`src/rtl/regfile_pkg.sv`:
```
// Shared types and default parameters for the register-file writeback arbiter.
//   wb_src_e    : identifies which requester produced a write (A = ALU, B = load unit)
//   arb_state_e : lock state of the round-robin arbiter
package regfile_pkg;

   localparam int unsigned DEF_WIDTH    = 64;
   localparam int unsigned DEF_ADDR_W   = 5;
   localparam int unsigned DEF_ZERO_REG = 31;

   typedef enum logic {
      SRC_A = 1'b0,
      SRC_B = 1'b1
   } wb_src_e;

   typedef enum logic [1:0] {
      UNLOCKED = 2'd0,
      LOCK_A   = 2'd1,
      LOCK_B   = 2'd2
   } arb_state_e;

endpackage

```
`src/rtl/regfile_wb_arbiter_arb.sv`:
```
// Two-way round-robin arbiter with a grant lock for multi-beat transfers.
// Ports:
//   clk, reset       : clock, synchronous active-high reset
//   a_valid, a_lock  : requester A request and keep-grant flag
//   b_valid, b_lock  : requester B request and keep-grant flag
//   gnt_c[1:0]       : combinational one-hot grant, bit 0 = A, bit 1 = B
module rr_lock_arbiter_2 (
   input  logic       clk,
   input  logic       reset,
   input  logic       a_valid,
   input  logic       a_lock,
   input  logic       b_valid,
   input  logic       b_lock,
   output logic [1:0] gnt_c
);
   import regfile_pkg::*;

   arb_state_e state_q, state_d;
   wb_src_e    ptr_q, ptr_d;

   // Grant selection and next lock state / pointer.
   always_comb begin
      gnt_c   = 2'b00;
      state_d = state_q;
      ptr_d   = ptr_q;

      case (state_q)
         LOCK_A:  gnt_c[0] = a_valid;
         LOCK_B:  gnt_c[1] = b_valid;
         default: begin
            if (a_valid && b_valid) begin
               gnt_c = (ptr_q == SRC_A) ? 2'b01 : 2'b10;
            end else begin
               gnt_c = {b_valid, a_valid};
            end
         end
      endcase

      // No beat may be accepted while the block is held in reset.
      if (reset) begin
         gnt_c = 2'b00;
      end

      // Pointer always moves to the loser side, including on lock exit.
      if (gnt_c[0]) begin
         ptr_d   = SRC_B;
         state_d = a_lock ? LOCK_A : UNLOCKED;
      end else if (gnt_c[1]) begin
         ptr_d   = SRC_A;
         state_d = b_lock ? LOCK_B : UNLOCKED;
      end
   end

   // State and pointer registers.
   always_ff @(posedge clk) begin
      if (reset) begin
         state_q <= UNLOCKED;
         ptr_q   <= SRC_A;
      end else begin
         state_q <= state_d;
         ptr_q   <= ptr_d;
      end
   end

endmodule

```
`src/rtl/regfile_wb_arbiter.sv`:
```
// Shares the register-file write port between the ALU (A) and load unit (B).
// Accepted beats are registered onto the write port one cycle later; writes
// to the hardwired-zero register are accepted but never issued.
// Ports:
//   clk, reset                          : clock, synchronous active-high reset
//   a_valid/a_ready/a_addr/a_data/a_lock: requester A handshake and payload
//   b_valid/b_ready/b_addr/b_data/b_lock: requester B handshake and payload
//   wr_en/wr_addr/wr_data               : registered register-file write port
//   wr_src                              : source of the current write (0 = A, 1 = B)
module regfile_wb_arbiter
   import regfile_pkg::*;
#(
   parameter int unsigned WIDTH    = DEF_WIDTH,
   parameter int unsigned ADDR_W   = DEF_ADDR_W,
   parameter int unsigned ZERO_REG = DEF_ZERO_REG
) (
   input  logic              clk,
   input  logic              reset,
   input  logic              a_valid,
   output logic              a_ready,
   input  logic [ADDR_W-1:0] a_addr,
   input  logic [WIDTH-1:0]  a_data,
   input  logic              a_lock,
   input  logic              b_valid,
   output logic              b_ready,
   input  logic [ADDR_W-1:0] b_addr,
   input  logic [WIDTH-1:0]  b_data,
   input  logic              b_lock,
   output logic              wr_en,
   output logic [ADDR_W-1:0] wr_addr,
   output logic [WIDTH-1:0]  wr_data,
   output logic              wr_src
);

   logic [1:0]        gnt_c;
   logic              sel_b_c;
   logic              issue_c;
   logic [ADDR_W-1:0] sel_addr_c;
   logic [WIDTH-1:0]  sel_data_c;

   logic              wr_en_q, wr_en_d;
   logic [ADDR_W-1:0] wr_addr_q, wr_addr_d;
   logic [WIDTH-1:0]  wr_data_q, wr_data_d;
   wb_src_e           wr_src_q, wr_src_d;

   rr_lock_arbiter_2 u_arb (
      .clk     (clk),
      .reset   (reset),
      .a_valid (a_valid),
      .a_lock  (a_lock),
      .b_valid (b_valid),
      .b_lock  (b_lock),
      .gnt_c   (gnt_c)
   );

   assign a_ready = gnt_c[0];
   assign b_ready = gnt_c[1];

   // Payload mux and zero-register filter; address/data only move on a real write.
   always_comb begin
      sel_b_c    = gnt_c[1];
      sel_addr_c = sel_b_c ? b_addr : a_addr;
      sel_data_c = sel_b_c ? b_data : a_data;
      issue_c    = (|gnt_c) && (sel_addr_c != ADDR_W'(ZERO_REG));

      wr_en_d   = issue_c;
      wr_addr_d = wr_addr_q;
      wr_data_d = wr_data_q;
      wr_src_d  = wr_src_q;
      if (issue_c) begin
         wr_addr_d = sel_addr_c;
         wr_data_d = sel_data_c;
         wr_src_d  = sel_b_c ? SRC_B : SRC_A;
      end
   end

   // Write-port output register.
   always_ff @(posedge clk) begin
      if (reset) begin
         wr_en_q   <= 1'b0;
         wr_addr_q <= '0;
         wr_data_q <= '0;
         wr_src_q  <= SRC_A;
      end else begin
         wr_en_q   <= wr_en_d;
         wr_addr_q <= wr_addr_d;
         wr_data_q <= wr_data_d;
         wr_src_q  <= wr_src_d;
      end
   end

   assign wr_en   = wr_en_q;
   assign wr_addr = wr_addr_q;
   assign wr_data = wr_data_q;
   assign wr_src  = wr_src_q;

endmodule

```
`config.mk`:
```
export PLATFORM = sky130hd
export DESIGN_NAME = regfile_wb_arbiter
export DESIGN_NICKNAME = d
export VERILOG_FILES = /design/src/rtl/regfile_pkg.sv /design/src/rtl/regfile_wb_arbiter_arb.sv /design/src/rtl/regfile_wb_arbiter.sv
export SDC_FILE = /design/constraint.sdc
export NUM_CORES = 1
export LEC_CHECK = 0
export CORE_UTILIZATION = 35
export DETAILED_ROUTE_END_ITERATION = 10
export HOLD_SLACK_MARGIN = 0.1
export PLACE_DENSITY = 0.78
export SETUP_SLACK_MARGIN = 0.1
export SLEW_MARGIN = 20
export SYNTH_ARGS = -nofsm -noshare
export SYNTH_HDL_FRONTEND = slang
export SYNTH_HIERARCHICAL = 1
export SYNTH_SLANG_ARGS = --single-unit
```
`constraint.sdc`:
```
create_clock -name clk -period 2.2 [get_ports clk]
set_clock_uncertainty 0.1 [all_clocks]
set_input_delay 0.22 -clock clk [delete_from_list [all_inputs] [get_ports clk]]
set_output_delay 0.22 -clock clk [all_outputs]
set_load 0.02 [all_outputs]
```
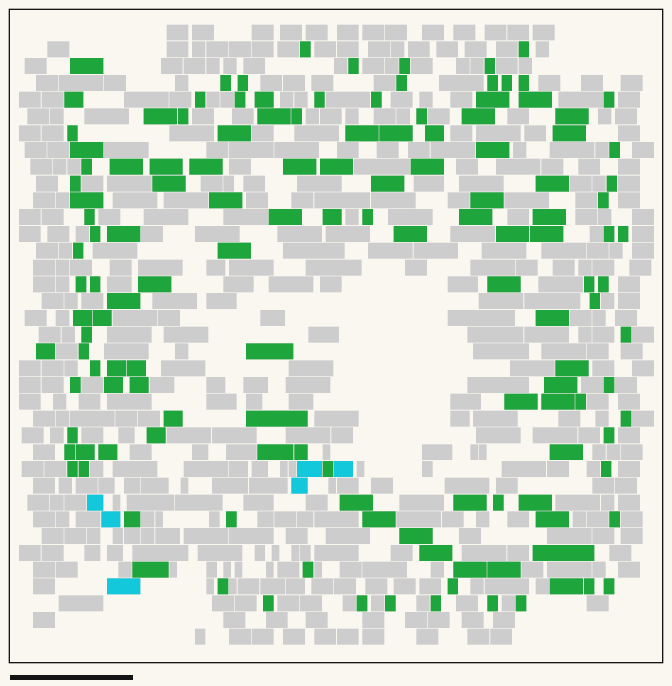
Fig. 1. Gate families picked out.
The bar under the picture is 20 µm long.
| colour | family | cells |
|---|---|---|
| cyan | AND-OR and OR-AND gates | 6 |
| green | inverting AOI/OAI gates | 139 |

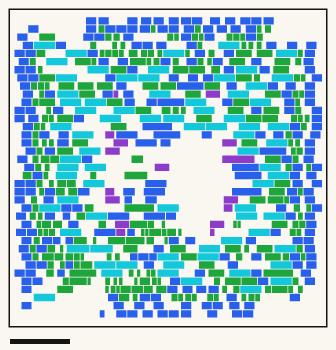
Fig. 2. Placement by cell class.
The bar under the picture is 20 µm long.
| colour | class | cells |
|---|---|---|
| blue | other buffers and delay cells | 244 |
| green | combinational and other logic | 255 |
| cyan | flops | 74 |
| purple | clock drivers and dummy loads | 16 |

==> run summary <==
Implementation results.

Setup repair after global routing could not meet its margin everywhere. The vertical die size is ~110 µm. The worst flop-to-flop path endpoint is wr_data[12]. In the synthesized netlist the async set-or-reset flop fraction comes to 0%. The yosys-reported design area after synthesis is 3760 µm². Hold analysis lists the worst path endpoint as wr_data[7]. The share of synthesized area occupied by flip-flops and latches is about two fifths.

The number of buffers and inverters on the critical path is 3. The floorplan step defined a core boundary enclosing 10370 µm². Across the run, the number of max-cap violations was 0.

The worst hold path belongs to the class reg2reg. STA classifies the critical path endpoint as a flop. Per STA, the highest per-stage delay on the worst path measures 0.35 ns.

The fraction of final layout cells with drive strength greater than 1 is 20.54%. The initial cell density of the core is 36.26%. The cell at the root of the clock tree is sky130_fd_sc_hd__clkbuf_8. STA lists the startpoint of the worst register-to-register path as u_arb/state_q[0]. The maximum achievable frequency is between 400 and 500 MHz. The flow ran to the end, and the final reports show no timing, DRC or antenna violations.

The die area is 11160 µm².
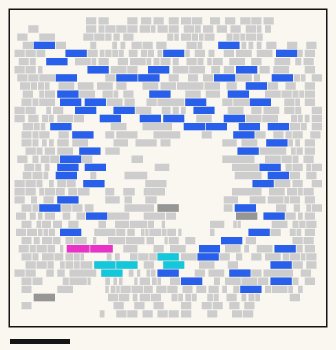
Fig. 3. Sequential cells coloured by netlist name.
The bar under the picture is 20 µm long. Other sequential cells in the stronger grey, the rest of the logic in the fainter grey.
| colour | netlist name | flops |
|---|---|---|
| magenta | u_arb/state_q | 2 |
| cyan | wr_addr | 5 |
| blue | wr_data | 64 |
not coloured: 3
total sequential power: 1560 µW
Finished Core Util: 63.79%
fraction of standard cell area that is sequential: 22.43%
register area: 1484 µm²

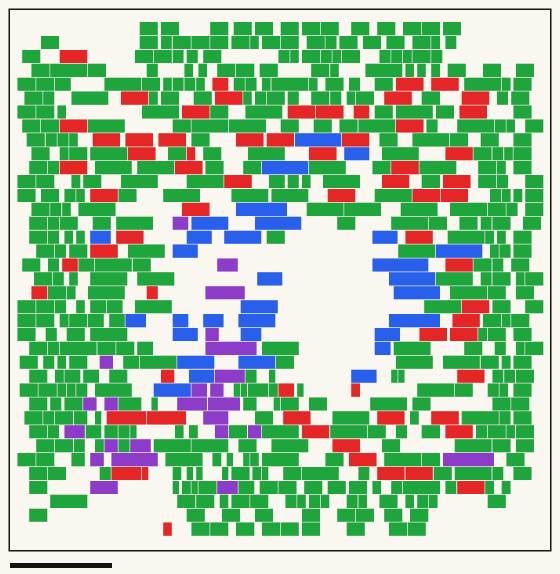
Fig. 4. Cells by drive strength.
The bar under the picture is 20 µm long.
| colour | size | cells |
|---|---|---|
| green | _0 and _1 cells | 468 |
| red | _2 cells | 66 |
| purple | _3 and _4 cells | 24 |
| blue | _6 and larger | 31 |
Signal buffers: 244
design area: 6615 µm²
final worst setup slack: 0.08623 ns
synth-to-layout area growth: 75.94%

[metrics by stage]
step | hold WS [ns] | utilization [%] | std cells | power (µW)
2_1_floorplan | 0.1985 | - | 366 | 2216
3_3_place_gp | 0.3438 | 58.43 | 693 | 2804
3_5_place_dp | 0.3515 | 58.43 | 693 | 2832
4_1_cts | 0.3651 | 61.62 | 716 | 3960
5_1_grt | 0.3813 | 63.79 | 725 | 4203
6_report | 0.3707 | 63.79 | 725 | 4013
[registers in the layout, indices dropped and copies added, names as in the netlist]
| register | flops |
|---|---|
| wr_en | 1 |
| u_arb/state_q | 2 |
| u_arb/ptr_q | 1 |
| wr_data | 64 |
| wr_src | 1 |
| wr_addr | 5 |
[worst max path at each step]
stage / start / slack [ns] / cells past startpoint / to
final: u_arb/state_q[0] / 0.09 / 10 / wr_data[12]
after global routing: u_arb/state_q[0] / 0.0007 / 9 / wr_data[45]
after CTS: u_arb/state_q[0] / 0.1 / 10 / wr_data[41]
after detailed placement: b_valid / -0.03 / 8 / wr_data[11]
after global placement: b_valid / 0.07 / 8 / wr_data[9]
after floorplan: u_arb/state_q[0] / 0.10 / 11 / wr_data[12]
[layout by cell type, fill, tap and decap left out, drive strengths merged, types with 3 or more instances in the layout]
cell           count
and3              67
o21ai              5
clkbuf            16
clkinv             4
o21a               3
mux2i              4
a21oi             65
nor2               6
nor2b              3
nand2              9
nor3               5
inv                8
dfxtp             74
buf               22
clkdlybuf4s50    214
o2bb2ai           64
[cell type report]
class | instances | share of cell area, %
sequential | 74 | 22.43
multi-input combinational | 249 | 32.12
clock buffer | 9 | 1.873
clock inverter | 7 | 1.135
inverter | 6 | 0.3405
tap | 136 | 2.572
timing repair buffer | 244 | 39.53
[cells by family (layout without fill, tap and decap cells)]
kind of cell    after synthesis  count (layout)  share of synthesized area, %
simple gates                 96              98                         15.64
compound gates              145             145                         35.94
buf+inv                      45             266                         7.288
fa+ha+maj                     2               2                        0.6655
flops                        74              74                         39.40
mux                           4               4                         1.065
[layer usage]
layer  vias to the layer above  share of wire (%)  routed length [µm]  GRT usage [%]
met3                        13                6.9                 862          5.875
met1                      1785                 41                5146          23.17
met4                         0                1.3                 161          6.052
met5                         -                  0                   0              0
li1                       1825                  -                   -              -
met2                       150                 51                6402          38.84
[power groups by stage]
stage                     Combinational (µW)  Sequential, µW  Clock [µW]
after floorplan                          485            1730           0
after global placement                  1220            1580           0
after detailed placement                1250            1590           0
after CTS                               1310            1560        1090
after global routing                    1460            1580        1170
final                                   1370            1560        1070
[repair_timing]
item                       4_1_cts  5_1_grt
resized                         11       13
pin swaps                        3        4
buffers inserted                 4        2
setup endpoints to repair       67       68
cloned                           3        7
No activity file was given, so power comes from the tool's default toggle rates.
